### src/rtl/gpio_pkg.sv
// Shared constants for the GPIO bank: register-group offsets and sizing limits.
// Offsets are 6-bit region offsets; bits [5:3] select the group, [2:0] the port.
package gpio_pkg;
    localparam int NPORT_MAX  = 8;
    localparam int ARM_CYCLES = 3;

    localparam logic [5:0] OFF_OUT  = 6'h00;
    localparam logic [5:0] OFF_DIR  = 6'h08;
    localparam logic [5:0] OFF_IN   = 6'h10;
    localparam logic [5:0] OFF_MASK = 6'h18;
    localparam logic [5:0] OFF_STAT = 6'h20;
endpackage

### src/rtl/gpio_sync.sv
// Two-flop synchronizer for asynchronous pad inputs, parametrised width.
// Latency 2 cycles; no backpressure (free-running).
module gpio_sync #(
    parameter int W = 8
) (
    input  logic         clk,
    input  logic         rst_n,
    input  logic [W-1:0] d,
    output logic [W-1:0] q
);
    logic [W-1:0] meta_d, meta_q;
    logic [W-1:0] sync_d, sync_q;

    always_comb begin
        meta_d = d;
        sync_d = meta_q;
    end

    always_ff @(posedge clk or negedge rst_n) begin
        if (!rst_n) begin
            meta_q <= '0;
            sync_q <= '0;
        end else begin
            meta_q <= meta_d;
            sync_q <= sync_d;
        end
    end

    assign q = sync_q;
endmodule

### src/rtl/gpio_bank.sv
// Register-mapped GPIO bank: OUT/DIR/IN per port, plus MASK/STAT edge interrupts when GPIO_IRQ_EN is defined.
// Read latency 1 cycle (dout/dout_valid registered); writes land on the strobe edge; no backpressure.
module gpio_bank
    import gpio_pkg::*;
#(
    parameter int         NPORT = 8,
    parameter int         W     = 8,
    parameter logic [7:0] BASE  = 8'h00
) (
    input  logic               clk,
    input  logic               rst_n,
    input  logic [7:0]         addr,
    input  logic [W-1:0]       din,
    input  logic               re,
    input  logic               we,
    output logic [W-1:0]       dout,
    output logic               dout_valid,
    output logic               io_read,
    output logic               io_write,
    output logic [NPORT*W-1:0] io_o,
    output logic [NPORT*W-1:0] io_oe,
    input  logic [NPORT*W-1:0] io_i,
    output logic               irq
);
    typedef logic [NPORT-1:0][W-1:0] bank_t;

    logic       hit, port_ok;
    logic [2:0] grp, idx;
    logic [5:0] grp_off;
    logic       wr_sel;

    bank_t out_d, out_q;
    bank_t dir_d, dir_q;
    bank_t in_sync;

    logic [W-1:0] rd_val;
    logic [W-1:0] dout_d, dout_q;
    logic         dout_valid_d, dout_valid_q;

    assign hit      = (addr[7:6] == BASE[7:6]);
    assign grp      = addr[5:3];
    assign idx      = addr[2:0];
    assign grp_off  = {grp, 3'b000};
    assign port_ok  = (int'(idx) < NPORT);
    assign io_read  = re & hit;
    assign io_write = we & hit;
    assign wr_sel   = io_write & port_ok;

    for (genvar n = 0; n < NPORT; n++) begin : g_sync
        gpio_sync #(.W(W)) u_sync (
            .clk   (clk),
            .rst_n (rst_n),
            .d     (io_i[n*W +: W]),
            .q     (in_sync[n])
        );
    end

`ifdef GPIO_IRQ_EN
    bank_t       mask_d, mask_q;
    bank_t       stat_d, stat_q;
    bank_t       prev_d, prev_q;
    logic [1:0]  arm_d, arm_q;
    logic        armed;

    // Pins already high at reset reach prev_q before arming completes, so they never look like edges.
    assign armed = (arm_q == 2'(ARM_CYCLES));

    always_comb begin
        arm_d  = armed ? arm_q : arm_q + 2'd1;
        prev_d = in_sync;
        mask_d = mask_q;
        stat_d = stat_q;
        if (wr_sel && grp_off == OFF_MASK) mask_d[idx] = din;
        if (wr_sel && grp_off == OFF_STAT) stat_d[idx] = stat_q[idx] & ~din;
        if (armed) stat_d = stat_d | (in_sync & ~prev_q & mask_q);
    end

    always_ff @(posedge clk or negedge rst_n) begin
        if (!rst_n) begin
            arm_q  <= '0;
            prev_q <= '0;
            mask_q <= '0;
            stat_q <= '0;
        end else begin
            arm_q  <= arm_d;
            prev_q <= prev_d;
            mask_q <= mask_d;
            stat_q <= stat_d;
        end
    end

    assign irq = |stat_q;
`else
    assign irq = 1'b0;
`endif

    always_comb begin
        rd_val = '0;
        if (port_ok) begin
            case (grp_off)
                OFF_OUT:  rd_val = out_q[idx];
                OFF_DIR:  rd_val = dir_q[idx];
                OFF_IN:   rd_val = in_sync[idx];
`ifdef GPIO_IRQ_EN
                OFF_MASK: rd_val = mask_q[idx];
                OFF_STAT: rd_val = stat_q[idx];
`endif
                default:  rd_val = '0;
            endcase
        end
    end

    // Read mux sees pre-edge state, so a same-cycle write is not visible to the read.
    always_comb begin
        out_d        = out_q;
        dir_d        = dir_q;
        if (wr_sel && grp_off == OFF_OUT) out_d[idx] = din;
        if (wr_sel && grp_off == OFF_DIR) dir_d[idx] = din;
        dout_d       = io_read ? rd_val : dout_q;
        dout_valid_d = io_read;
    end

    always_ff @(posedge clk or negedge rst_n) begin
        if (!rst_n) begin
            out_q        <= '0;
            dir_q        <= '0;
            dout_q       <= '0;
            dout_valid_q <= 1'b0;
        end else begin
            out_q        <= out_d;
            dir_q        <= dir_d;
            dout_q       <= dout_d;
            dout_valid_q <= dout_valid_d;
        end
    end

    assign io_o       = out_q;
    assign io_oe      = dir_q;
    assign dout       = dout_q;
    assign dout_valid = dout_valid_q;
endmodule

### config.mk
export PLATFORM = sky130hd
export DESIGN_NAME = gpio_bank
export DESIGN_NICKNAME = d
export VERILOG_FILES = /design/src/rtl/gpio_pkg.sv /design/src/rtl/gpio_sync.sv /design/src/rtl/gpio_bank.sv
export SDC_FILE = /design/constraint.sdc
export NUM_CORES = 1
export LEC_CHECK = 0
export CAP_MARGIN = 20
export CORE_MARGIN = 8
export CORE_UTILIZATION = 54
export DETAILED_ROUTE_END_ITERATION = 16
export GPL_ROUTABILITY_DRIVEN = 0
export PLACE_DENSITY = 0.85
export SYNTH_ARGS = -nofsm -noshare
export SYNTH_HDL_FRONTEND = slang
export SYNTH_HIERARCHICAL = 1
export SYNTH_SLANG_ARGS = --single-unit
### constraint.sdc
create_clock -name clk -period 3.1 [get_ports clk]
set_input_delay 0.31 -clock clk [delete_from_list [all_inputs] [get_ports clk]]
set_output_delay 0.31 -clock clk [all_outputs]
set_load 0.02 [all_outputs]
clock_nets.png
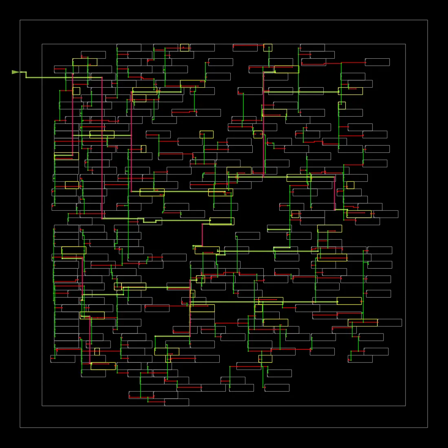
final sequential cell count: 265
clk ins delay skew pair: 0.52 ns
clock sink total: 265

m3.png
Scale: 2 px per um.
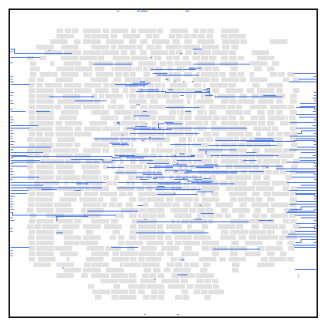
share of all routed wire: 8.8%
longest straight run: 55.9 um

through the flow:
stage	utilization (%)	instances	hold slack (ns)	instance area [um^2]	setup WS, ns
floorplan	-	644	0.01441	10170	1.292
global placement	68.24	1087	0.3315	12680	0.6953
detailed placement	68.24	1087	0.3347	12680	0.6380
CTS	72.81	1133	0.2099	13530	0.7715
global route	72.81	1133	0.2053	13530	0.6822
finish	72.81	1133	0.2259	13530	0.7490
cell usage in the layout, fill, tap and decap left out, drive strengths merged, types with 10 or more instances in the layout:
cell and n:
a221oi 26, a22oi 10, buf 21, clkbuf 29, clkdlybuf4s50 219, dfrtp 265, mux2 140, mux2i 12
mux4 19, nand2 38, nor2 22, o21ai 10
power breakdown:
| group | leakage [nW] | switching [mW] | internal [mW] |
|---|---|---|---|
| sequential | 3.37 | 0.108 | 3.64 |
| clock | 0.399 | 1.31 | 1.75 |
| combinational | 2.43 | 0.464 | 0.417 |
| total | 6.19 | 1.88 | 5.81 |
cell type report:
type | instances | area, um^2 | area share, %
multi-input cells | 343 | 3343 | 24.71
repair buffers | 241 | 2402 | 17.76
clock inverters | 16 | 160.2 | 1.184
clock buffers | 29 | 680.7 | 5.031
flip-flops and latches | 265 | 6631 | 49.02
inverters | 5 | 18.77 | 0.1387
well taps | 234 | 292.8 | 2.164
registers in the layout (all words and copies together), names as in the netlist:
| name | flops |
|---|---|
| io_o | 64 |
| g_sync.u_sync/meta_q | 64 |
| g_sync.u_sync/q | 64 |
| io_oe | 64 |
| dout_valid | 1 |
| dout | 8 |
Yosys cell counts (all sizes together), types with 3 or more instances:
cell and n:
a21oi 7, a221oi 26, a22oi 10, a31oi 6, and2 4, buf 20
clkbuf 11, dfrtp 265, inv 4, mux2 140, mux2i 12, mux4 19
nand2 38, nand3 7, nor2 22, nor2b 5, nor3b 3, o21ai 10
o22ai 5
worst max-delay path: stages:
cell,delay (ns)
clkdlybuf4s50_1,0.44
nor2_1,0.21
nand2_1,0.27
inv_1,0.14
clkdlybuf4s50_1,0.67
kinds of logic after synthesis:
family          Yosys count
mux                     171
buf+inv                  36
flops                   265
simple gates             89
compound gates           82
other cells               1
final timing paths:
kind                                            start                    endpoint
min in group asynchronous                       rst_n                    io_o[10]
setup / recovery                              addr[7]                     io_read
setup reg to reg                g_sync[3].u_sync/q[5]                     dout[5]
hold reg to reg            g_sync[0].u_sync/meta_q[3]       g_sync[0].u_sync/q[3]
hold / removal                               io_i[16]  g_sync[2].u_sync/meta_q[0]
max in group asynchronous                       rst_n                    io_o[53]
layer usage:
layer  track usage [%]  up-vias  wire length, um
li1                  -     2842                -
met1             31.03     3451            11280
met2             39.42      344            13550
met3             6.428       67             2483
met4             9.001        0             1044
met5                 0        -                0
repair_timing:
item                                   in CTS  in global routing
endpoints found under the hold margin      89                  0
hold buffers                                1                  0
resized                                     0                  0
==> flow_summary.rst <==
Implementation results
======================

.. list-table::
   :header-rows: 1

   * - Metric
     - Value
   * - Core outline area
     - 0.01858 mm^2
   * - Max Clock Skew
     - 0.009994 ns
   * - Data arrival time of the critical path
     - 2.04 ns
   * - Vias in the first global route
     - 7329
   * - Via count
     - 6704
   * - Grt ovf
     - 0
   * - Endpoint class of the critical path
     - output pin
   * - Number of antenna cells inserted
     - 0
   * - Number of nets in the final layout
     - 965
   * - Mapped Avg Cell Area
     - 15.79 um^2
   * - Overall Global Routing Usage
     - 24.31%
   * - Leading register cell type out of synthesis
     - dfrtp_1
   * - Cell type with the highest aggregate area in the netlist
     - dfrtp_1
   * - Reg-to-reg setup timing slack
     - 1.36 ns
   * - Fraction of synthesis flops using an asynchronous set or reset pin
     - 100.0%
   * - Number of top-level pins
     - 224
   * - Count of different cell masters after synthesis
     - 54
   * - CTS Root Cell
     - clkbuf_16
   * - Part of the Yosys area used for sequential elements
     - 65.23%
   * - Antenna violations before repair
     - 0
   * - Rel. slew slack
     - 46.52%
   * - Horizontal die dimension
     - 153.2 um
   * - Number of buffers created by CTS
     - 25
   * - Clock tree buffer depth
     - 3
   * - Number of warnings reported in the yosys synthesis log
     - 6
   * - Post-Synth Adder-Cell Area
     - 0%
   * - Depth of the most critical reg-to-reg path
     - 5
   * - Final critical delay including setup and external delays
     - 2.351 ns
   * - Count of library flops with an enable pin
     - 0
   * - RSZ-0062 raised after global routing
     - false
   * - Number of iterations in the first detailed-routing pass
     - 5
   * - Chip area
     - 0.02347 mm^2
   * - Post-detailed-routing wire length
     - 28.37 mm
   * - First-pass GRT wire length
     - 44.13 mm
   * - H-tree Lvls
     - 1
   * - Post-synth regs
     - 265
   * - Final setup viols
     - 0
   * - CTS tree
     - yes
   * - Post-route setup TNS
     - 0 ns
   * - Yosys top cell area share
     - 65.23%
   * - Cell total in the yosys stat output
     - 644
   * - Post-Synth Simple-Gate Area
     - 5.932%
   * - Clock Pin Slew Worst Setup and Hold Paths
     - 0.07 ns
   * - CP required
     - 2.79 ns
   * - Max_cap viols
     - 0
   * - Number of instances in the synthesized netlist
     - 644
   * - Crit start category
     - input pin
   * - Die y size
     - 153.2 um
   * - Synthesized-area fraction occupied by ao, oa, aoi and oai cells
     - 6.018%
   * - Post-DR vias/cell
     - 5.917
   * - Core Rows
     - 50
   * - Dominant combinational cell family by area after synthesis
     - multiplexers
   * - Half-perimeter wire length of the detailed placement result
     - 20.26 mm
   * - Classification of the worst-slack hold path
     - input pin to flip-flop
   * - Proportion of layout cells with a drive suffix above 1
     - 27.03%
   * - Power per cell area
     - 568.5 mW/mm^2
   * - Area of the mapped netlist
     - 0.01017 mm^2
   * - Routed WL per cell
     - 25.04 um
   * - Worst-path fanout max
     - 9
   * - Post-route antenna net violation count
     - 0
   * - Period utilization
     - 75.84%
   * - Largest net degree at the start of global routing
     - 93
   * - Tool warnings
     - 26
   * - Worst VDD drop
     - 0.5073 mV
   * - Number of instances on the worst hold path
     - 1
   * - Leak Pwr
     - 6.194 nW
   * - Fill count
     - 1177
   * - Initial DRC Count
     - 489
   * - Setup Buffers After CTS
     - 0
   * - Yosys stat area
     - 0.01017 mm^2
   * - Slew @ Worst Pin
     - 0.8005 ns
   * - Number of I/O port buffers
     - 222
   * - Xor/xnor share
     - 0%
   * - Overall power after layout
     - 7.691 mW
   * - Outcome
     - finished, final reports clean
   * - Highest clock rate
     - 0.4253 GHz
   * - Floorplan Nets
     - 728
   * - Number of DRC violations after detailed routing
     - 0
   * - Number of hold violations in the final report
     - 0
   * - Most area-consuming cells after synthesis
     - dfrtp_1 65%, mux2_2 14%, mux4_2 4.2%
   * - MUX area fraction
     - 20.90%
   * - Area added between synthesis and finish
     - 33.08%
   * - Final tally of max-slew violations
     - 0
   * - Critical setup path kind
     - input pin to output pin
Power is estimated from default activity; no workload was simulated.
